==> images/wire_density.png <==
Scale bar: 50 um. 20 x 20 tiles, from white (low) to dark blue (high), scaled to the fullest tile. Values are wire area over tile area, all layers added.
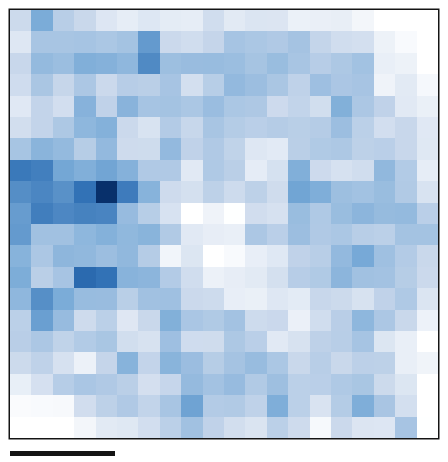
==> images/clock_map.png <==
Scale bar: 50 um.
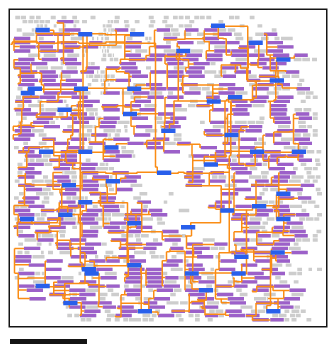
==> images/zoom.png <==
Region (82, 82) to (122, 122) um. Cells in grey, sequential cells in the stronger grey; small squares are vias.
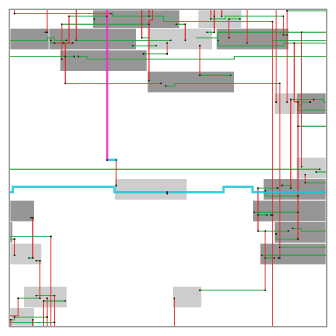
==> images/final_clocks.png <==
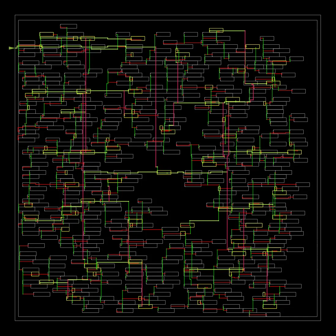
==> images/met3.png <==
Cells faint in the background.
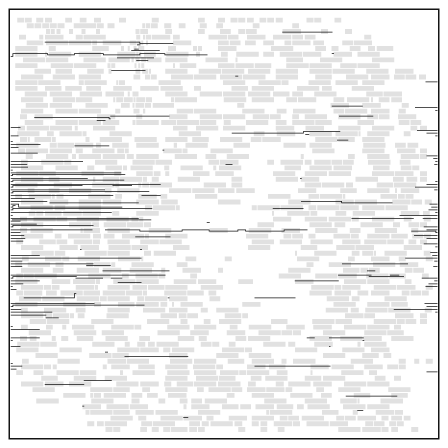
File: src/rtl/if_id_pkg.sv
`default_nettype none
// ============================================================================
// Package     : if_id_pkg
// Description : Shared types and constants for the IF/ID fetch queue.
// Revision    : 1.0 - initial release
// ============================================================================
package if_id_pkg;

    localparam int IFQ_DEPTH_DEF = 4;
    localparam int IFQ_XLEN_DEF  = 32;

    // addi x0, x0, 0 - presented to decode whenever no packet is available
    localparam logic [31:0] NOP_INST = 32'h0000_0013;

    // One fetched packet as it travels from fetch to decode
    typedef struct packed {
        logic [IFQ_XLEN_DEF-1:0] pc;
        logic [IFQ_XLEN_DEF-1:0] npc;
        logic [IFQ_XLEN_DEF-1:0] ir;
    } fetch_pkt_t;

endpackage
`default_nettype wire

File: src/rtl/if_id_fetch_queue_ptr_ctrl.sv
`default_nettype none
// ============================================================================
// Module      : ifq_ptr_ctrl
// Description : Head/tail pointers and occupancy counter of the IF/ID queue.
//               Decides write/read enables, full/empty and flush priority.
//               Optional macro IFQ_BYPASS_EN: an empty queue hands a new
//               packet straight to decode and skips the write when decode
//               accepts it in the same cycle.
// Revision    : 1.0 - initial release
// ============================================================================
module ifq_ptr_ctrl
    import if_id_pkg::*;
#(
    parameter int DEPTH = IFQ_DEPTH_DEF,
    parameter int PW    = $clog2(DEPTH),
    parameter int CW    = PW + 1
) (
    input  logic          clk,
    input  logic          rst_n,
    input  logic          i_enq_req,
    input  logic          i_hazard,
    input  logic          i_flush,
    output logic          o_wr_en,
    output logic          o_rd_en,
    output logic          o_bypass,
    output logic          o_full,
    output logic          o_empty,
    output logic [PW-1:0] o_head,
    output logic [PW-1:0] o_tail,
    output logic [CW-1:0] o_count
);

    logic [PW-1:0] r_head;
    logic [PW-1:0] r_tail;
    logic [CW-1:0] r_count;

    logic w_full;
    logic w_empty;
    logic w_bypass;
    logic w_wr_en;
    logic w_rd_en;

    // Status comes from the counter alone, so full never depends on dequeue
    always_comb begin
        w_full  = (r_count == CW'(DEPTH));
        w_empty = (r_count == '0);
`ifdef IFQ_BYPASS_EN
        w_bypass = w_empty & i_enq_req & ~i_flush;
`else
        w_bypass = 1'b0;
`endif
        // A bypassed packet consumed by decode this cycle is never stored
        w_wr_en = i_enq_req & ~w_full & ~i_flush & ~(w_bypass & ~i_hazard);
        w_rd_en = ~w_empty & ~i_hazard & ~i_flush;
    end

    // Pointer and occupancy update; flush overrides every other event
    always_ff @(posedge clk or negedge rst_n) begin
        if (!rst_n) begin
            r_head  <= '0;
            r_tail  <= '0;
            r_count <= '0;
        end else if (i_flush) begin
            r_head  <= '0;
            r_tail  <= '0;
            r_count <= '0;
        end else begin
            if (w_wr_en) begin
                r_tail <= r_tail + PW'(1);
            end
            if (w_rd_en) begin
                r_head <= r_head + PW'(1);
            end
            case ({w_wr_en, w_rd_en})
                2'b10:   r_count <= r_count + CW'(1);
                2'b01:   r_count <= r_count - CW'(1);
                default: r_count <= r_count;
            endcase
        end
    end

    assign o_wr_en  = w_wr_en;
    assign o_rd_en  = w_rd_en;
    assign o_bypass = w_bypass;
    assign o_full   = w_full;
    assign o_empty  = w_empty;
    assign o_head   = r_head;
    assign o_tail   = r_tail;
    assign o_count  = r_count;

    a_count_bound: assert property (@(posedge clk) disable iff (!rst_n)
        r_count <= CW'(DEPTH));
    a_no_underflow: assert property (@(posedge clk) disable iff (!rst_n)
        !(w_rd_en && (r_count == '0)));
    a_no_overflow: assert property (@(posedge clk) disable iff (!rst_n)
        !(w_wr_en && (r_count == CW'(DEPTH))));

endmodule
`default_nettype wire

File: src/rtl/if_id_fetch_queue.sv
`default_nettype none
// ============================================================================
// Module      : if_id_fetch_queue
// Description : Decoupling FIFO between fetch and decode. Buffers
//               {PC, NPC, IR} packets, flushes on a taken branch and
//               reports full so fetch can hold its PC.
//               Optional macro IFQ_BYPASS_EN: zero-latency path from fetch
//               to decode when the queue is empty.
// Revision    : 1.0 - initial release
// ============================================================================
module if_id_fetch_queue
    import if_id_pkg::*;
#(
    parameter int DEPTH = IFQ_DEPTH_DEF,
    // fetch_pkt_t fields are IFQ_XLEN_DEF wide; XLEN must match it
    parameter int XLEN  = IFQ_XLEN_DEF
) (
    input  logic                   clk,
    input  logic                   rst_n,
    input  logic                   if_valid_inst_in,
    input  logic [XLEN-1:0]        if_pc_in,
    input  logic [XLEN-1:0]        if_npc_in,
    input  logic [XLEN-1:0]        if_ir_in,
    input  logic                   d_hazard_detected,
    input  logic                   ex_take_branch_out,
    output logic                   ifq_full,
    output logic                   id_valid_inst_out,
    output logic [XLEN-1:0]        id_pc_out,
    output logic [XLEN-1:0]        id_npc_out,
    output logic [XLEN-1:0]        id_ir_out,
    output logic [$clog2(DEPTH):0] ifq_count
);

    localparam int PW = $clog2(DEPTH);
    localparam int CW = PW + 1;

    logic          w_wr_en;
    logic          w_rd_en;
    logic          w_bypass;
    logic          w_full;
    logic          w_empty;
    logic [PW-1:0] w_head;
    logic [PW-1:0] w_tail;
    logic [CW-1:0] w_count;

    fetch_pkt_t    w_in_pkt;
    fetch_pkt_t    w_head_pkt;
    fetch_pkt_t    r_mem [DEPTH];

    logic [XLEN-1:0] r_last_pc;
    logic [XLEN-1:0] r_last_npc;

    ifq_ptr_ctrl #(
        .DEPTH (DEPTH),
        .PW    (PW),
        .CW    (CW)
    ) u_ptr_ctrl (
        .clk       (clk),
        .rst_n     (rst_n),
        .i_enq_req (if_valid_inst_in),
        .i_hazard  (d_hazard_detected),
        .i_flush   (ex_take_branch_out),
        .o_wr_en   (w_wr_en),
        .o_rd_en   (w_rd_en),
        .o_bypass  (w_bypass),
        .o_full    (w_full),
        .o_empty   (w_empty),
        .o_head    (w_head),
        .o_tail    (w_tail),
        .o_count   (w_count)
    );

    assign w_in_pkt.pc  = if_pc_in;
    assign w_in_pkt.npc = if_npc_in;
    assign w_in_pkt.ir  = if_ir_in;
    assign w_head_pkt   = r_mem[w_head];

    // Packet storage; contents are don't-care after reset so no reset term
    always_ff @(posedge clk) begin
        if (w_wr_en) begin
            r_mem[w_tail] <= w_in_pkt;
        end
    end

    // Remember the PC/NPC last shown to decode so an empty queue holds them
    always_ff @(posedge clk or negedge rst_n) begin
        if (!rst_n) begin
            r_last_pc  <= '0;
            r_last_npc <= '0;
        end else if (id_valid_inst_out) begin
            r_last_pc  <= id_pc_out;
            r_last_npc <= id_npc_out;
        end
    end

    // Decode-side view: bypassed input, queue head, or NOP with held PC/NPC
    always_comb begin
        id_valid_inst_out = 1'b0;
        id_pc_out         = r_last_pc;
        id_npc_out        = r_last_npc;
        id_ir_out         = NOP_INST;
        if (w_bypass) begin
            id_valid_inst_out = 1'b1;
            id_pc_out         = if_pc_in;
            id_npc_out        = if_npc_in;
            id_ir_out         = if_ir_in;
        end else if (!w_empty) begin
            id_valid_inst_out = 1'b1;
            id_pc_out         = w_head_pkt.pc;
            id_npc_out        = w_head_pkt.npc;
            id_ir_out         = w_head_pkt.ir;
        end
    end

    assign ifq_full  = w_full;
    assign ifq_count = w_count;

endmodule
`default_nettype wire
File: config.mk
export PLATFORM = sky130hd
export DESIGN_NAME = if_id_fetch_queue
export DESIGN_NICKNAME = d
export VERILOG_FILES = /design/src/rtl/if_id_pkg.sv /design/src/rtl/if_id_fetch_queue_ptr_ctrl.sv /design/src/rtl/if_id_fetch_queue.sv
export SDC_FILE = /design/constraint.sdc
export NUM_CORES = 1
export LEC_CHECK = 0
export CORE_MARGIN = 2
export CORE_UTILIZATION = 45
export CTS_CLUSTER_DIAMETER = 120
export DETAILED_ROUTE_END_ITERATION = 16
export PLACE_DENSITY = 0.63
export SYNTH_ARGS = -nofsm -noshare
export SYNTH_HDL_FRONTEND = slang
export SYNTH_SLANG_ARGS = --single-unit
File: constraint.sdc
create_clock -name clk -period 5.11 [get_ports clk]
set_input_delay 0.511 -clock clk [delete_from_list [all_inputs] [get_ports clk]]
set_output_delay 0.511 -clock clk [all_outputs]
set_load 0.01 [all_outputs]
==> impl_metrics.xml <==
<?xml version="1.0" encoding="UTF-8"?>
<metrics>
  <group name="floorplan">
    <metric name="chipArea" unit="sq um">41900</metric>
    <metric name="floorplan.rows" unit="">73</metric>
  </group>
  <group name="timing">
    <metric name="fmax" unit="GHz">0.253</metric>
    <metric name="setup-tns-final" unit="ns">0</metric>
    <metric name="number_of_pins_exceeding_their_max_slew_limit_in_the_final_report" unit="">0</metric>
    <metric name="worst-slew-pin-transition" unit="ns">1.11</metric>
    <metric name="layout_worst_path_cycle_share" unit="%">77.4</metric>
    <metric name="final-hold-violation-count" unit="">0</metric>
    <metric name="timing.final.ws_setup" unit="ns">1.15</metric>
  </group>
  <group name="worst_setup_path">
    <metric name="rr_worst_depth" unit="">5</metric>
    <metric name="critPathLaunch" unit="">u_ptr_ctrl.o_head[0]</metric>
    <metric name="start_kind" unit="">flip-flop</metric>
    <metric name="critPathSlowestCell" unit="">dfrtp_4</metric>
    <metric name="critPathKind" unit="">reg -&gt; out</metric>
  </group>
  <group name="status">
    <metric name="status" unit="">completed</metric>
  </group>
  <group name="synthesis">
    <metric name="synth_compound_gate_area_share" unit="%">0.718</metric>
    <metric name="netlist.top_cell.by_area" unit="">edfxtp_1</metric>
    <metric name="mux_area_share" unit="%">21.8</metric>
    <metric name="synthesis.nets" unit="">914</metric>
    <metric name="syn-instance-count" unit="">808</metric>
    <metric name="synth.yosys.chip_area" unit="sq um">18100</metric>
    <metric name="xor_area_share" unit="%">0.0966</metric>
  </group>
  <group name="layout">
    <metric name="layout.nets" unit="">1137</metric>
    <metric name="clock_area_share" unit="%">6.63</metric>
    <metric name="area.sequential" unit="sq um">13300</metric>
  </group>
  <group name="pwr">
    <metric name="pwr.group.sequential" unit="mW">4.68</metric>
  </group>
  <group name="routing">
    <metric name="drt-initial-drc-count" unit="">380</metric>
  </group>
  <group name="placement">
    <metric name="place_congestion" unit="">0.705</metric>
  </group>
</metrics>
-- wire_density.png (at the start) --
nearly empty tiles = 3.7%
densest ninth of the die = west
mean over tiles = 0.14
routed wire length per instance: 22.1 um
final WL: 35,200 um
total vias in the final route: 8,315
global routing usage summed across all routing layers: 17.3%

-- clock_map.png (at the start) --
flip-flops -> purple  # count 455
clock wires -> orange  # length 5,400 um
cells driving clock nets -> blue  # count 48
flops lie = spread over the die
routed clock nets = 49
clock network fraction of total power: 29.1%
clock network latency to the later pin of the worst-skew pair: 0.57 ns

-- zoom.png (at the start) --
met1 -> green
met2 -> red
met4 -> magenta
met3 -> cyan
sequential cells in the window = 9
most frequent = edfxtp_1 (8), mux2_4 (3)
cells with their middle in the window = 16
netlist names of flops here include = r_mem (8), r_last_npc (1)

-- final_clocks.png (at the start) --
count of clock buffers in the final design: 66
clock tree skew after final layout: 0.0166 ns
power attributed to the clock group: 3.24 mW

-- met3.png (at the start) --
longest straight run = 73.8 um
main direction = horizontal
share of all routed wire = 7.7%
wire length on this layer = 2,720 um
nets with wire on the layer = 121
met3 usage: 5.85%

## cells by family after synthesis
family                     after synthesis
xor gates and xnor gates                 2
and+or+nand+nor                         53
DFF                                    455
buffers and inverters                   50
adders and majority gates                5
muxes                                  225
AOI/OAI and AO/OA                       18
## placed cells by master, fill, tap and decap left out, drive strengths merged, types with 2 or more instances in the layout
cell type / count
nor3: 2
a2111oi: 2
clkbuf: 66
mux4: 96
o21ai: 2
edfxtp: 384
clkdlybuf4s50: 200
inv: 6
nand2: 3
ha: 4
dfrtp: 71
mux2: 128
buf: 16
clkinv: 19
nor2: 8
diode: 2
and2: 34
a21oi: 4
or2: 3
## worst max-delay path: cells and delay by family (launching register included)
family,cells,cell delay (ns)
flip-flops,1,1.06
buffers and inverters,2,0.94
multiplexers,2,0.85
No activity file was given, so power comes from the tool's default toggle rates.
